$ cat src/rtl/pipe_ctrl.sv
// Pipeline hazard, flush and halt controller for a five-stage in-order core.
// Optional feature: define FORWARDING_EN to enable the M/W bypass network (load-use stalls only).
module pipe_ctrl (
    input  logic        clk,
    input  logic        reset,
    input  logic [4:0]  rs1_d,
    input  logic [4:0]  rs2_d,
    input  logic        use_rs1_d,
    input  logic        use_rs2_d,
    input  logic        pause_d,
    input  logic        jump_e,
    input  logic [4:0]  rs1_e,
    input  logic [4:0]  rs2_e,
    input  logic [4:0]  rd_e,
    input  logic        writesreg_e,
    input  logic        memtoreg_e,
    input  logic [4:0]  rd_m,
    input  logic [4:0]  rd_w,
    input  logic        writesreg_m,
    input  logic        writesreg_w,
    input  logic        mem_busy,
    input  logic        resume,
    output logic        stall_f,
    output logic        stall_d,
    output logic        stall_e,
    output logic        stall_m,
    output logic        flush_d,
    output logic        flush_e,
    output logic [1:0]  fwd_a_e,
    output logic [1:0]  fwd_b_e,
    output logic        halted,
    output logic [15:0] stall_cnt
);

    typedef enum logic [1:0] {
        RUN   = 2'd0,
        DRAIN = 2'd1,
        HALT  = 2'd2
    } state_t;

    state_t      state_r;
    state_t      next_state_s;
    logic [1:0]  drain_cnt_r;
    logic [1:0]  next_drain_cnt_s;
    logic        halted_r;
    logic [15:0] stall_cnt_r;

    logic        hazard_s;
    logic [1:0]  fwd_a_s;
    logic [1:0]  fwd_b_s;
    logic        stall_f_s;
    logic        stall_d_s;
    logic        stall_e_s;
    logic        stall_m_s;
    logic        flush_d_s;
    logic        flush_e_s;

    // A producer only matches when it really writes a register other than x0.
    function automatic logic reg_match(input logic [4:0] src, input logic [4:0] dst,
                                       input logic wr);
        reg_match = wr && (dst != 5'd0) && (src == dst);
    endfunction

`ifdef FORWARDING_EN
    // M is the younger producer, so it wins over W.
    function automatic logic [1:0] fwd_sel(input logic [4:0] src);
        if (reg_match(src, rd_m, writesreg_m)) begin
            fwd_sel = 2'b10;
        end else if (reg_match(src, rd_w, writesreg_w)) begin
            fwd_sel = 2'b01;
        end else begin
            fwd_sel = 2'b00;
        end
    endfunction

    // Bypass covers everything except a load whose data is not yet available.
    always_comb begin
        hazard_s = memtoreg_e &&
                   ((use_rs1_d && reg_match(rs1_d, rd_e, writesreg_e)) ||
                    (use_rs2_d && reg_match(rs2_d, rd_e, writesreg_e)));
        fwd_a_s  = fwd_sel(rs1_e);
        fwd_b_s  = fwd_sel(rs2_e);
    end
`else
    // Without bypass, any in-flight writer of a used source must retire first.
    always_comb begin
        hazard_s = (use_rs1_d && (reg_match(rs1_d, rd_e, writesreg_e) ||
                                  reg_match(rs1_d, rd_m, writesreg_m) ||
                                  reg_match(rs1_d, rd_w, writesreg_w))) ||
                   (use_rs2_d && (reg_match(rs2_d, rd_e, writesreg_e) ||
                                  reg_match(rs2_d, rd_m, writesreg_m) ||
                                  reg_match(rs2_d, rd_w, writesreg_w)));
        fwd_a_s  = 2'b00;
        fwd_b_s  = 2'b00;
    end
`endif

    // Next-state and stall/flush decode with mem_busy > jump > hazard > pause.
    always_comb begin
        next_state_s     = state_r;
        next_drain_cnt_s = drain_cnt_r;
        stall_f_s        = 1'b0;
        stall_d_s        = 1'b0;
        stall_e_s        = 1'b0;
        stall_m_s        = 1'b0;
        flush_d_s        = 1'b0;
        flush_e_s        = 1'b0;
        if (mem_busy) begin
            stall_f_s = 1'b1;
            stall_d_s = 1'b1;
            stall_e_s = 1'b1;
            stall_m_s = 1'b1;
        end else begin
            case (state_r)
                RUN: begin
                    if (jump_e) begin
                        flush_d_s = 1'b1;
                        flush_e_s = 1'b1;
                    end else if (hazard_s) begin
                        stall_f_s = 1'b1;
                        stall_d_s = 1'b1;
                        flush_e_s = 1'b1;
                    end else if (pause_d) begin
                        stall_f_s        = 1'b1;
                        stall_d_s        = 1'b1;
                        flush_e_s        = 1'b1;
                        next_state_s     = DRAIN;
                        next_drain_cnt_s = 2'd3;
                    end else begin
                        next_state_s = RUN;
                    end
                end
                DRAIN: begin
                    stall_f_s        = 1'b1;
                    stall_d_s        = 1'b1;
                    flush_e_s        = 1'b1;
                    next_drain_cnt_s = drain_cnt_r - 2'd1;
                    // A corrupted zero count also ends the drain instead of wrapping.
                    if (drain_cnt_r <= 2'd1) begin
                        next_state_s = HALT;
                    end else begin
                        next_state_s = DRAIN;
                    end
                end
                HALT: begin
                    if (resume) begin
                        flush_d_s    = 1'b1;
                        next_state_s = RUN;
                    end else begin
                        stall_f_s = 1'b1;
                        stall_d_s = 1'b1;
                        flush_e_s = 1'b1;
                    end
                end
                default: begin
                    next_state_s     = RUN;
                    next_drain_cnt_s = 2'd0;
                end
            endcase
        end
    end

    // Pipeline controls are forced inactive while reset is held.
    always_comb begin
        if (reset) begin
            stall_f = 1'b0;
            stall_d = 1'b0;
            stall_e = 1'b0;
            stall_m = 1'b0;
            flush_d = 1'b0;
            flush_e = 1'b0;
            fwd_a_e = 2'b00;
            fwd_b_e = 2'b00;
        end else begin
            stall_f = stall_f_s;
            stall_d = stall_d_s;
            stall_e = stall_e_s;
            stall_m = stall_m_s;
            flush_d = flush_d_s;
            flush_e = flush_e_s;
            fwd_a_e = fwd_a_s;
            fwd_b_e = fwd_b_s;
        end
    end

    // State, drain counter, halt flag and saturating stall counter.
    always_ff @(posedge clk) begin
        if (reset) begin
            state_r     <= RUN;
            drain_cnt_r <= 2'd0;
            halted_r    <= 1'b0;
            stall_cnt_r <= 16'd0;
        end else begin
            state_r     <= next_state_s;
            drain_cnt_r <= next_drain_cnt_s;
            halted_r    <= (next_state_s == HALT);
            if (stall_d_s && (stall_cnt_r != 16'hFFFF)) begin
                stall_cnt_r <= stall_cnt_r + 16'd1;
            end else begin
                stall_cnt_r <= stall_cnt_r;
            end
        end
    end

    assign halted    = halted_r;
    assign stall_cnt = stall_cnt_r;

endmodule

$ cat config.mk
export PLATFORM = sky130hd
export DESIGN_NAME = pipe_ctrl
export DESIGN_NICKNAME = d
export VERILOG_FILES = /design/src/rtl/pipe_ctrl.sv
export SDC_FILE = /design/constraint.sdc
export NUM_CORES = 1
export LEC_CHECK = 0
export CORE_AREA = 5 5 69 71
export DETAILED_ROUTE_END_ITERATION = 16
export DIE_AREA = 0 0 74 76
export PLACE_DENSITY = 0.79
export SLEW_MARGIN = 40
export SYNTH_ARGS = -nofsm -noshare
export SYNTH_HDL_FRONTEND = slang
export SYNTH_SLANG_ARGS = --single-unit
$ cat constraint.sdc
create_clock -name clk -period 2.65 [get_ports clk]
set_clock_uncertainty 0.2 [all_clocks]
set_input_delay 0.265 -clock clk [delete_from_list [all_inputs] [get_ports clk]]
set_output_delay 0.265 -clock clk [all_outputs]
set_load 0.03 [all_outputs]
Fig. 1: wiring by layer
The bar under the picture is 20 um long.
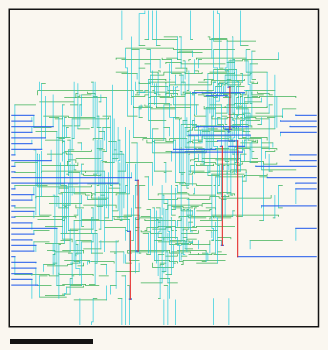
| color | layer | wire length |
|---|---|---|
| cyan | M2 | 2350 um |
| green | M1 | 1820 um |
| blue | M3 | 391 um |
| red | M4 | 95.2 um |
routed vias: 1739
GRT Util Overall: 0.159
Detailed Route WL: 4.66 mm
DR WL/cell: 14.1 um

Fig. 2: track usage over the die
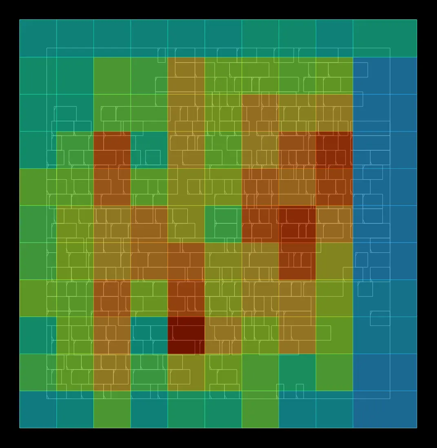
fin util: 0.632
routing usage on met1: 0.189
GR met2 Demand/Resource: 0.267
most used routing layer: met2

Fig. 3: sequential cells grouped by signal name
The bar under the picture is 20 um long.
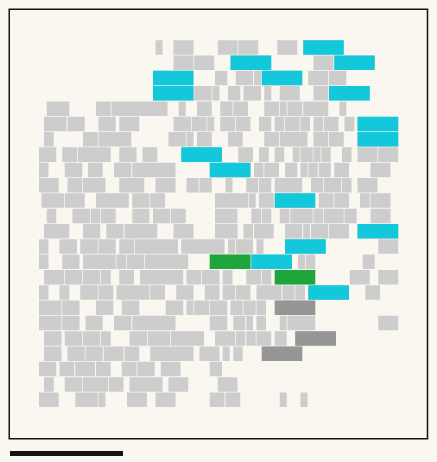
| color | name in the netlist | flops |
|---|---|---|
| green | drain_cnt_r | 2 |
| cyan | stall_cnt | 16 |
not colored: 3
sequential share of cell area: 0.159
Power Sequential: 0.000337 W
Flop area: 420 sq um

==> qor.txt <==
Min-delay src: drain_cnt_r[0]
Top-count cell post-synth: dfxtp_1
ClkCell Share: 0.0175
Post-Syn Area: 0.00165 sq mm
Max stage delay on crit path: 550 ps
Reg2Reg Depth: 9
Non-clk bufs: 88
Layout clock buffer count: 3
Final Hold Viols: 0
Post-DP HPWL: 3.44 mm
Rows: 24
R2R Path End: stall_cnt[1]
Vias in the first global route: 1599
Initial DRC count: 161
Int Pwr: 0.000578 W
Die area: 0.00562 sq mm
Sequential share of power: 0.391
Global-route wire length before repair: 7.23 mm
Buffers on Ports: 58
Final nets: 328
Tap cells: 52
Hold Crit Depth: 2
DR WL met2: 2.35 mm
# setup viols final: 0
Achievable Freq: 378 MHz
Leading cell kind: logic gates
Met1 Wirelength: 1.82 mm
Vias per cell: 5.27
Hold Path End: drain_cnt_r[0]
Status: complete, no violations
Combinational power: 0.000312 W
Hold_ws: 282 ps
Layout non-clock buf frac: 0.292
Finished Cell Area: 0.00264 sq mm
Logic area: 0.00132 sq mm
Ys flops: 21
Clk network pwr share: 0.246
CP Capture Type: output pin
Most instantiated cells after synthesis: dfxtp_1, xnor2_1, xor2_1, nor2_1, nand3_1
Async SR Flop Fraction: 0
Area after DPL: 0.00238 sq mm
H-tree levels: 1
RR Startpoint: stall_cnt[2]
Die width: 74 um
GRT overflow: 0
Number of routed nets with antenna violations: 0
CP endpoint: flush_e
Comb area share: 0.501
Seq_cells: 21
Crit-path leading delay family: AND-OR/OR-AND gates
Max reg flops: 16
Core Density at Floorplan: 0.394
Combinational power share: 0.362
R2R Setup Slk: 280 ps
XOR-XNOR Cells, Area Fraction: 0.197
Net Switching: 0.000284 W
Power Total: 0.000862 W
EDFF count, synth: 0
Total clock sinks: 21
CORE AREA: 0.00417 sq mm
Worst slack, placed: -370 ps
Simple share: 0.253
Ant diodes: 0
Prevailing post-synth register cell: dfxtp_1
Yosys stat area: 0.00165 sq mm
Setup TNS: 0 ps
Placed cell count: 321
Highest Signal Layer: met4
DRC viols: 0
Root Driver: clkbuf_8
Initial antenna violation count: 0
Final slew viol count: 0
Worst path required time: 2180 ps
Critical path buffers and inverters: 3
Startpoint Class: primary input
TritonCTS clock tree: done
Dominant comb cell: simple AND/OR/NAND/NOR gates
DR pass1 iterations: 4
RSZ-0062 raised after global routing: true
# Post-CTS Setup Buffers: 3
Clock-pin slew on the worst setup and hold paths: 70 ps
Synth mux share: 0.0251
Largest net degree at the start of global routing: 25
Critical path's slowest cell: or4_4
CP Cell Sequence: buf_2, or4_4, o21ai_4, nor4_4, o31ai_4, buf_4, a41oi_2, a21oi_2, nor3_2, buf_4
Complex Gates by Area: 0.175
Comb gates: 161
Avg Cell Area, Syn: 8.44 sq um
I/O pins: 74
Inverters: 4
CP Max Fanout: 3
Setup crit start: rd_w[3]
Top cells, area: dfxtp_1, xnor2_1, xor2_1
Routability Congestion: 0.907
Clock group power: 0.000212 W
Met3 WL post-DR: 390 um
Final worst setup slack: 6.30 ps
Biggest consumer: registers
Yosys cell types: 46
WS Path Type: in2out
Sw Ratio: 0.330
Synth area leader: dfxtp_1
Layout Cells excl Fill: 330
Post-cts gate resize count: 68
Syn Inst Count: 195
CTS hold repair buffers: 0
Total CTS buffers: 3
Cell with the most instances on the worst path: buf_4
Seq share, synth: 0.255
Final period utilization: 0.998
Die Y-Extent: 76 um
OpenROAD warning count: 38
VDD IR-drop max: 0.155 mV
Clock tree buffer depth: 2
WP depth: 10
Post-layout min period: 2640 ps
Max Cap Viol: 0
Min-delay worst type: reg2reg
Pleak: 1.00 nW
Top cells excl fill/tap: clkdlybuf4s50_1, buf_4, dfxtp_1
WP data arrival: 2180 ps
Synth warn: 0
Area Growth Syn to Fin: 60.3%
Adder-cell share of the synthesized area: 0.0152
Share of cells above drive strength 1: 0.309
Yosys cell count: 195
Met3 usage: 0.0369
Filler cell count: 357
Post-synth top area share: 0.255
Power density over the cells: 327 mW/mm^2
Clk latency late pin: 270 ps
Power is estimated from default activity; no workload was simulated.
